[config.mk]
export PLATFORM = sky130hd
export DESIGN_NAME = float2int_seq
export DESIGN_NICKNAME = d
export VERILOG_FILES = /design/src/rtl/float2int_seq.sv
export SDC_FILE = /design/constraint.sdc
export NUM_CORES = 1
export LEC_CHECK = 0
export CAP_MARGIN = 20
export CORE_ASPECT_RATIO = 1.5
export CORE_MARGIN = 2
export CORE_UTILIZATION = 48
export CTS_BUF_LIST = sky130_fd_sc_hd__clkbuf_8
export DETAILED_ROUTE_END_ITERATION = 10
export GPL_TIMING_DRIVEN = 1
export PLACE_DENSITY = 0.84
export RECOVER_POWER = 100
export REMOVE_ABC_BUFFERS = 1
export SYNTH_ARGS = -nofsm -noshare
export SYNTH_HDL_FRONTEND = slang
export SYNTH_SLANG_ARGS = --single-unit
[constraint.sdc]
create_clock -name clk -period 1.15 [get_ports clk]
set_input_delay 0.23 -clock clk [delete_from_list [all_inputs] [get_ports clk]]
set_output_delay 0.23 -clock clk [all_outputs]
set_load 0.005 [all_outputs]
[src/rtl/float2int_seq.sv]
// Decodes a packed {exp, man} mini-float into its unsigned integer, shifting one bit per cycle.
// Result appears 1 + max(exp-1, 0) edges after acceptance and is held while out_ready is low.
module float2int_seq #(
  parameter int EXP_W  = 3,
  parameter int MANT_W = 4,
  parameter int INT_W  = 11
) (
  input  logic              clk,
  input  logic              rst_n,
  input  logic              in_valid,
  input  logic [EXP_W-1:0]  in_exp,
  input  logic [MANT_W-1:0] in_man,
  output logic              in_ready,
  output logic              out_valid,
  output logic [INT_W-1:0]  out_int,
  input  logic              out_ready
);

  localparam logic [EXP_W-1:0] CNT_ONE = EXP_W'(1);

  typedef enum logic [1:0] {IDLE, SHIFT, DONE} state_t;

  state_t             state, state_nxt;
  logic [INT_W-1:0]   acc, acc_nxt;
  logic [INT_W-1:0]   out_int_nxt;
  logic [EXP_W-1:0]   cnt, cnt_nxt;
  logic               in_ready_nxt;
  logic               out_valid_nxt;

  always_ff @(posedge clk) begin
    if (!rst_n) begin
      state     <= IDLE;
      acc       <= '0;
      cnt       <= '0;
      in_ready  <= 1'b0;
      out_valid <= 1'b0;
      out_int   <= '0;
    end else begin
      state     <= state_nxt;
      acc       <= acc_nxt;
      cnt       <= cnt_nxt;
      in_ready  <= in_ready_nxt;
      out_valid <= out_valid_nxt;
      out_int   <= out_int_nxt;
    end
  end

  always_comb begin
    state_nxt     = state;
    acc_nxt       = acc;
    cnt_nxt       = cnt;
    in_ready_nxt  = in_ready;
    out_valid_nxt = out_valid;
    out_int_nxt   = out_int;
    case (state)
      IDLE: begin
        in_ready_nxt = 1'b1;
        if (in_valid && in_ready) begin
          in_ready_nxt = 1'b0;
          if (in_exp == '0) begin
            acc_nxt   = {{(INT_W-MANT_W){1'b0}}, in_man};
            cnt_nxt   = '0;
            state_nxt = DONE;
          end else begin
            // Restore the implicit leading one of a normalised value.
            acc_nxt   = {{(INT_W-MANT_W-1){1'b0}}, 1'b1, in_man};
            cnt_nxt   = in_exp - CNT_ONE;
            state_nxt = (in_exp == CNT_ONE) ? DONE : SHIFT;
          end
        end
      end
      SHIFT: begin
        acc_nxt = acc << 1;
        cnt_nxt = cnt - CNT_ONE;
        if (cnt == CNT_ONE) begin
          state_nxt = DONE;
        end
      end
      DONE: begin
        // First DONE cycle publishes acc; out_ready only counts once out_valid is up.
        if (!out_valid) begin
          out_valid_nxt = 1'b1;
          out_int_nxt   = acc;
        end else if (out_ready) begin
          out_valid_nxt = 1'b0;
          in_ready_nxt  = 1'b1;
          state_nxt     = IDLE;
        end
      end
      default: begin
        state_nxt = IDLE;
      end
    endcase
  end

endmodule

==> reports/qor.csv, run 1 <==
metric,value,unit
global-route usage over all layers,21.25,%
final worst slack,-0.1285,ns
Non-Clock Buffer Count,45,
endpoints failing setup,17,
violated checks,negative setup slack,
MaxCap Viol Count,0,
Core Region,2648,um^2
Fillers,213,
"Slew Viols, Final",0,
clock skew,0.003330,ns
Worst EP arrival,1.45,ns
reg-to-reg endpoint,acc[3],
Crit Path Max Fanout,5,
number of cells in Yosys stat,138,
flop share of the area,31.87,%
"Compound Share, Synth",20.36,%
"top comb family, area",AND-OR/OR-AND gates,
Critical Path RT,1.32,ns
IO buf count,23,
buffer share of cell area,21.20,%
Regs by FF count,"acc (11), out_int (11), cnt (3)",
Final Hold Vio Count,0,
Max Freq,782.1,MHz
Top class by area,logic gates,
Top-area cell share,43.73,%
CTS H-tree depth,2,
row count,23,
status,finished with violations,
tap cell count,37,
post-layout period usage of the worst path,111.2,%
Period minus WS final,1.279,ns
CTS resizes,30,
CP Launch Type,flop,
initial detailed-routing violation count,26,
YS warnings,0,
drt via density,5.249,
Worst Tran Pin Value,0.2409,ns
Simple-Gate Area Share,17.25,%
layout cells sized above 1,27.78,%
nets,193,
met3 GRT Util,8.443,%
R2R cell count,3,
vias,1139,
Comb area share,39.16,%
ranking of synthesized cells by area,"dfxtp_1 (44%), mux2i_1 (9.0%), nor2b_1 (6.6%), o211a_1 (4.5%), o21ai_0 (4.5%)",
hold_ws,0.4743,ns
Max transition margin,83.88,%
grt peak-use layer,met2,
clock buf count,6,
Mapped Avg Cell Area,9.620,um^2
met2 Use GR,35.62,%
tool warnings,28,
Placed Area,1717,um^2
number of synthesized flops with an enable pin,0,
==> run 1: Yosys cell counts (all sizes together) (2+ instances only) <==
library cell / instances
o21ai: 12
inv: 3
buf: 7
or3b: 2
nor2b: 14
mux2i: 12
nand3: 2
o21bai: 4
a21oi: 4
nor2: 3
a21boi: 7
ha: 2
mux2: 3
nand2: 13
clkbuf: 3
dfxtp: 29
o211a: 6
==> run 1: worst register-to-register path: stages, from the launching register on <==
cell     delay, ns
dfxtp_2       0.34
and2b_4       0.29
mux2_2        0.34
o211a_1       0.21
==> run 1: how the worst max path moves through the flow <==
stage | end | from | slack, ns | cells past startpoint
final | acc[3] | state[1] | -0.13 | 3
after floorplan | out_int[0] | state[1] | -0.62 | 3
after global routing | acc[3] | state[1] | -0.17 | 3
after CTS | acc[3] | state[1] | -0.13 | 3
after global placement | acc[1] | in_valid | -0.38 | 5
after detailed placement | acc[3] | in_valid | -0.41 | 5
==> run 1: cells by family (layout without fill, tap and decap cells) <==
| family | count (synthesis) | count (layout) |
|---|---|---|
| DFF | 29 | 29 |
| and+or+nand+nor | 41 | 41 |
| AOI/OAI and AO/OA | 38 | 38 |
| muxes | 15 | 15 |
| buffers and inverters | 13 | 55 |
| adders and majority gates | 2 | 2 |
==> run 1: power by group <==
part,switching [W],leakage (nW),internal [W]
sequential,0.0000678,0.238,0.00109
clock,0.000371,0.0485,0.000464
combinational,0.000303,0.492,0.000378
==> run 1: through the flow <==
stage | worst slack (ns) | util [%] | std cells | power (W)
after floorplan | -0.6245 | - | 128 | 0.001476
after global placement | -0.3751 | 64.84 | 209 | 0.001761
after detailed placement | -0.4081 | 64.84 | 209 | 0.001792
after CTS | -0.1302 | 69.19 | 217 | 0.002666
after global routing | -0.1750 | 69.99 | 217 | 0.002806
final | -0.1285 | 69.99 | 217 | 0.002671
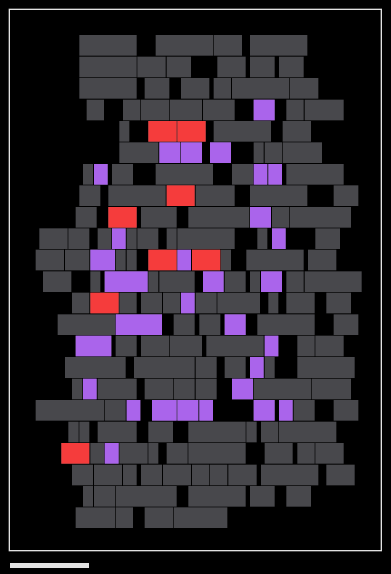
*Gate-type map, run 1*
Bar = 10 um.
purple -> inverting AOI/OAI gates  # cells 30, most used o21ai_0
red -> AND-OR and OR-AND gates  # cells 8, most used o211a_1

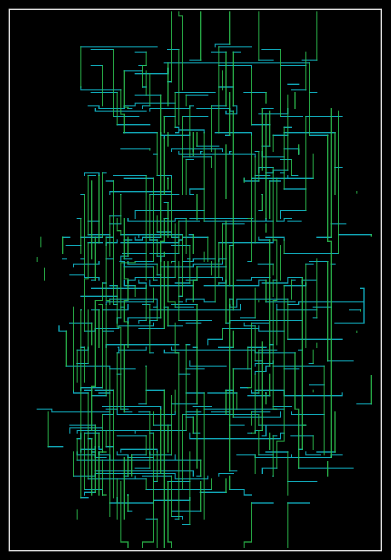
*Signal wires by layer, run 1*
Only two layers are drawn.
cyan -> metal 1  # wire length 1140 um
green -> metal 2  # wire length 1580 um

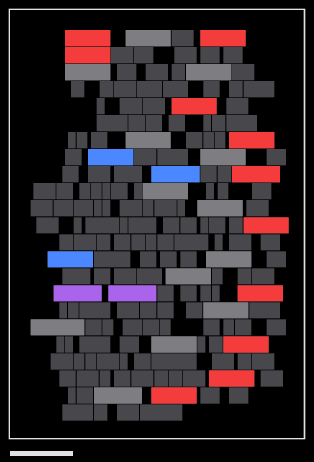
*Where the registers sit, run 1*
Bar = 10 um.
blue -> cnt  # placed flops 3
red -> out_int  # placed flops 11
purple -> state  # placed flops 2
not coloured = 13

==> run 1 -> run 2 <==
GPL_TIMING_DRIVEN = default   (was 1)
SLEW_MARGIN = 15   (was default)
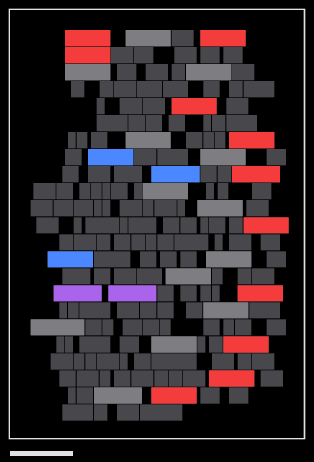
*Where the registers sit, run 2*
Bar = 10 um.
Seq. pwr: 0.00115 W
Sequential Area: 590.6 um^2
final core utilization: 69.99%
flop share of the area: 31.87%

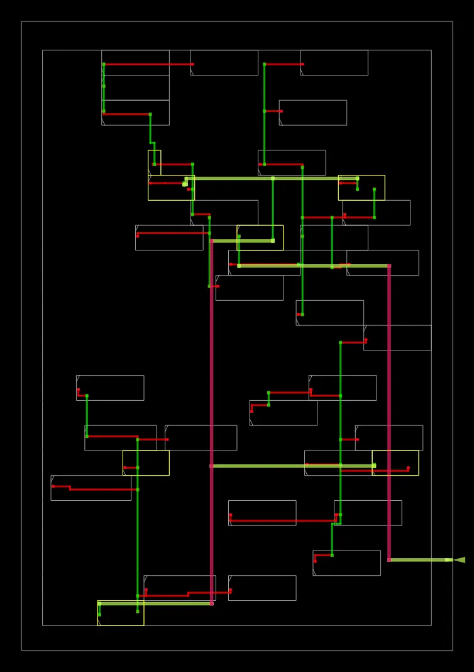
*Clock routing, run 2*
clk_lat worst skew: 0.28 ns
clock skew: 0.003330 ns
Clock Sinks: 29
clk pwr: 0.000835 W
Seq cells: 29

==> run 2 against run 1 <==
The flow still finishes with violations (negative setup slack); fmax unchanged; via count did not move; clock power about the same; final cell count stayed put; register-to-register slack about the same; sequential share of layout area unchanged; sequential power about the same; global-route usage unchanged; synthesized cell count stayed put; critical endpoint unchanged.
==> reports/qor.csv, run 2 <==
metric,value,unit
YS warnings,0,
chip area in the Yosys report,1328,um^2
Worst EP arrival,1.45,ns
vias in the first global route,1098,
status,finished with violations,
Distinct lib cells used,32,
Regs by FF count,"acc (11), out_int (11), cnt (3)",
Synth async-reset ratio,0,%
IO buf count,23,
"Slew Viols, Final",0,
CP Launch Type,flop,
dpl cells,209,
tool warnings,28,
Post-synth top cells,"dfxtp_1 (29), nor2b_1 (14), nand2_1 (13)",
violated checks,negative setup slack,
Critical Path RT,1.32,ns
pre-CTS setup slack,-0.4081,ns
most common cell in the netlist,dfxtp_1,
Mapped Avg Cell Area,9.620,um^2
post-layout period usage of the worst path,111.2,%
endpoints failing setup,17,
Placed Area,1717,um^2
drt via density,5.249,
number of cells in Yosys stat,138,
row count,23,
Synth Seq Share,43.73,%
Crit Path Max Fanout,5,
Max transition margin,83.88,%
global-route usage over all layers,21.25,%
ranking of synthesized cells by area,"dfxtp_1 (44%), mux2i_1 (9.0%), nor2b_1 (6.6%), o211a_1 (4.5%), o21ai_0 (4.5%)",
Tot Pwr,0.002671,W
layout cells sized above 1,27.78,%
hold_ws,0.4743,ns
MaxCap Viol Count,0,
Final Hold Vio Count,0,
Non-Filler Instances,217,
Max Freq,782.1,MHz
Setup crit end kind,flop,
number of synthesized flops with an enable pin,0,
final worst slack,-0.1285,ns
Worst Tran Pin Value,0.2409,ns
Top-area cell share,43.73,%
initial detailed-routing violation count,26,
Core Region,2648,um^2
nets,193,
vias,1139,
most frequent logic cell in the layout,dfxtp_1,
CTS H-tree depth,2,
Period minus WS final,1.279,ns
-- run 2: timing repair --
item,4_1_cts,5_1_grt
hold buffers,0,0
gates resized,30,12
pin swaps,2,2
setup buffers,1,0
endpoints found under the setup margin,34,28
-- run 2: routing by layer --
metal | vias to the layer above | global-route usage (%) | routed length (um)
li1 | 567 | - | -
met1 | 538 | 20.52 | 1135
met2 | 25 | 35.62 | 1576
met3 | 9 | 8.443 | 135
met4 | 0 | 14.24 | 102
met5 | - | 0 | 0
-- run 2: worst paths after layout --
kind | start | end | slack (ns) | cells past startpoint
worst max-delay path | state[1] | acc[3] | -0.13 | 3
worst min register to register | acc[7] | acc[8] | 0.47 | 2
worst min-delay path | acc[7] | acc[8] | 0.47 | 2
worst max register to register | state[1] | acc[3] | -0.13 | 3
-- run 2: final cells by class --
type	instances	area, um^2	share of cell area [%]
inverter	3	11.26	0.6077
clock inverter	1	3.754	0.2026
multi-input combinational	96	725.7	39.16
clock buffer	6	82.58	4.456
tap	37	46.29	2.498
sequential	29	590.6	31.87
timing repair buffer	45	392.9	21.20
-- run 2: where the power goes --
group / internal, W / total (W) / switching, W / leakage [nW]
combinational: 0.000378 / 0.000681 / 0.000303 / 0.492
sequential: 0.00109 / 0.00115 / 0.0000678 / 0.238
clock: 0.000464 / 0.000835 / 0.000371 / 0.0485
total: 0.00193 / 0.00267 / 0.000741 / 0.779
-- run 2: cell families after synthesis --
family                   synth area share [%]
buffers and inverters                   5.183
adder cells (fa/ha/maj)                 1.885
multiplexers                            11.59
AND/OR/NAND/NOR                         17.25
AND-OR/OR-AND                           20.36
flip-flops                              43.73
-- run 2: worst max-delay path: stages (launching register included) --
cell,delay (ns)
dfxtp_2,0.34
and2b_4,0.29
mux2_2,0.33
o211a_1,0.21
==> run 2 -> run 3 <==
GPL_TIMING_DRIVEN = 0   (was default)
SETUP_SLACK_MARGIN = 0.1   (was default)
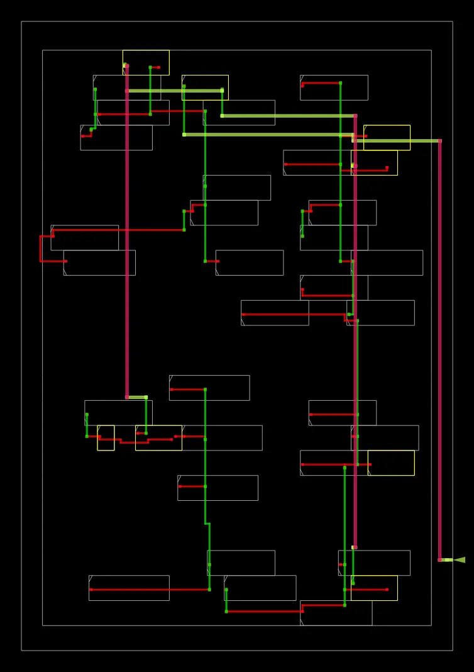
*Clock routing, run 3*
clock skew: 0.004952 ns
CTS Buf Count: 5
clk pwr: 0.000945 W
clk_lat worst skew: 0.29 ns
clock buf count: 7

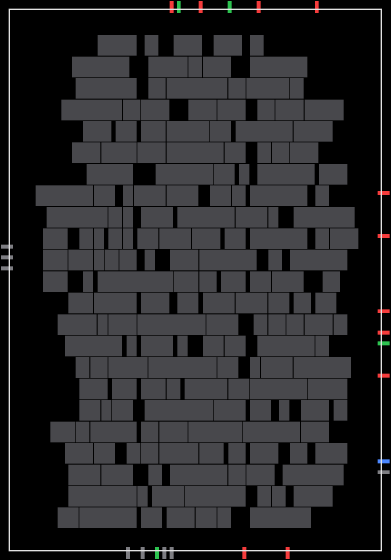
*I/O pins on the die edge, run 3*
Pins as bars across the die edge, other pins in grey.
green -> in_man  # pins 4, direction input, edge 2 top, 1 bottom, 1 right
red -> out_int  # pins 11, direction output, edge 5 right, 4 top, 2 bottom
blue -> rst_n  # pins 1, direction input, edge right
all pins by edge = 8 right, 7 bottom, 6 top, 3 left

==> run 3 against run 2 <==
The run still ends with negative setup slack left; global-route usage up 3.0 points; critical path depth unchanged; first-iteration DRC count did not move; non-clock buffer count is 3 higher; wire length rose by 22%; setup slack worse by 0.018 ns; critical path type unchanged; largest power group unchanged.
==> reports/qor.csv, run 3 <==
metric,value,unit
vias,1205,
Regs by FF count,"acc (11), out_int (11), cnt (3)",
CP Launch Type,flop,
met3 GRT Util,6.069,%
dpl cells,188,
YS warnings,0,
Final Hold Vio Count,0,
Max Freq,771.3,MHz
most common cell in the netlist,dfxtp_1,
hold_ws,0.4775,ns
endpoints failing setup,25,
Distinct lib cells used,32,
Max transition margin,67.08,%
final core utilization,74.62,%
number of synthesized flops with an enable pin,0,
met1 usage,22.04,%
Period minus WS final,1.296,ns
Setup crit end kind,flop,
met2 Use GR,39.21,%
layout cells sized above 1,46.74,%
Crit Path Max Fanout,6,
number of cells in Yosys stat,138,
Worst Tran Pin Value,0.4938,ns
Reg2Reg Launch Point,state[1],
Clock Sinks,29,
Synth Seq Share,43.73,%
violated checks,negative setup slack,
Worst Setup SP,state[1],
Mapped Avg Cell Area,9.620,um^2
Tot Pwr,0.003003,W
post-layout period usage of the worst path,112.7,%
status,finished with violations,
initial detailed-routing violation count,26,
Critical Path RT,1.33,ns
global-route usage over all layers,24.24,%
nets,196,
final worst slack,-0.1464,ns
tool warnings,28,
R2R cell count,3,
Core Region,2648,um^2
-- run 3: cell count changes in the layout (fill, tap and decap cells not counted), sizes merged --
cell	delta
clkbuf	+7
clkdlybuf4s50	-4
clkinv	+1
buf	+10
dlygate4sd2	-8
clkdlybuf4s15	-1
inv	-1
-- run 3: where the power goes --
| group | switching (W) | internal (W) |
|---|---|---|
| Combinational | 0.000393 | 0.000501 |
| Clock | 0.000405 | 0.000540 |
| Sequential | 0.0000774 | 0.00109 |
-- run 3: layout make-up --
class | count | area [um^2] | area share, %
multi-input combinational | 96 | 789.5 | 39.96
sequential | 29 | 605.6 | 30.65
timing repair buffer | 48 | 421.7 | 21.34
clock buffer | 7 | 96.34 | 4.877
tap | 37 | 46.29 | 2.343
inverter | 3 | 11.26 | 0.5700
clock inverter | 1 | 5.005 | 0.2533
-- run 3: logic make-up after synthesis --
group	share of synthesized area, %
AND/OR/NAND/NOR	17.25
AND-OR/OR-AND	20.36
flip-flops	43.73
multiplexers	11.59
buffers and inverters	5.183
adder cells (fa/ha/maj)	1.885
-- run 3: worst max-delay path: stages, from the launching register on --
cell     delay [ns]
dfxtp_4        0.34
and2b_4        0.32
mux2_4         0.31
o211a_1        0.21
-- run 3: timing repair --
action,CTS,global route
hold buffers,0,0
pin swaps,12,17
gates resized,96,33
setup endpoints to repair,42,39
hold endpoints to repair,0,0
buffers inserted,22,4
-- run 3: worst min path at each step --
stage	end	cells past startpoint
floorplan	out_int[0]	1
global placement	cnt[2]	2
detailed placement	cnt[2]	2
CTS	acc[0]	3
global route	acc[10]	2
finish	acc[10]	2
-- run 3: per-layer routing --
metal | up-vias | wire [um]
li1 | 578 | -
met1 | 564 | 1384
met2 | 42 | 1820
met3 | 21 | 135
met4 | 0 | 248
met5 | - | 0
Power figures rest on the tool's default switching activity, not on a simulated workload.
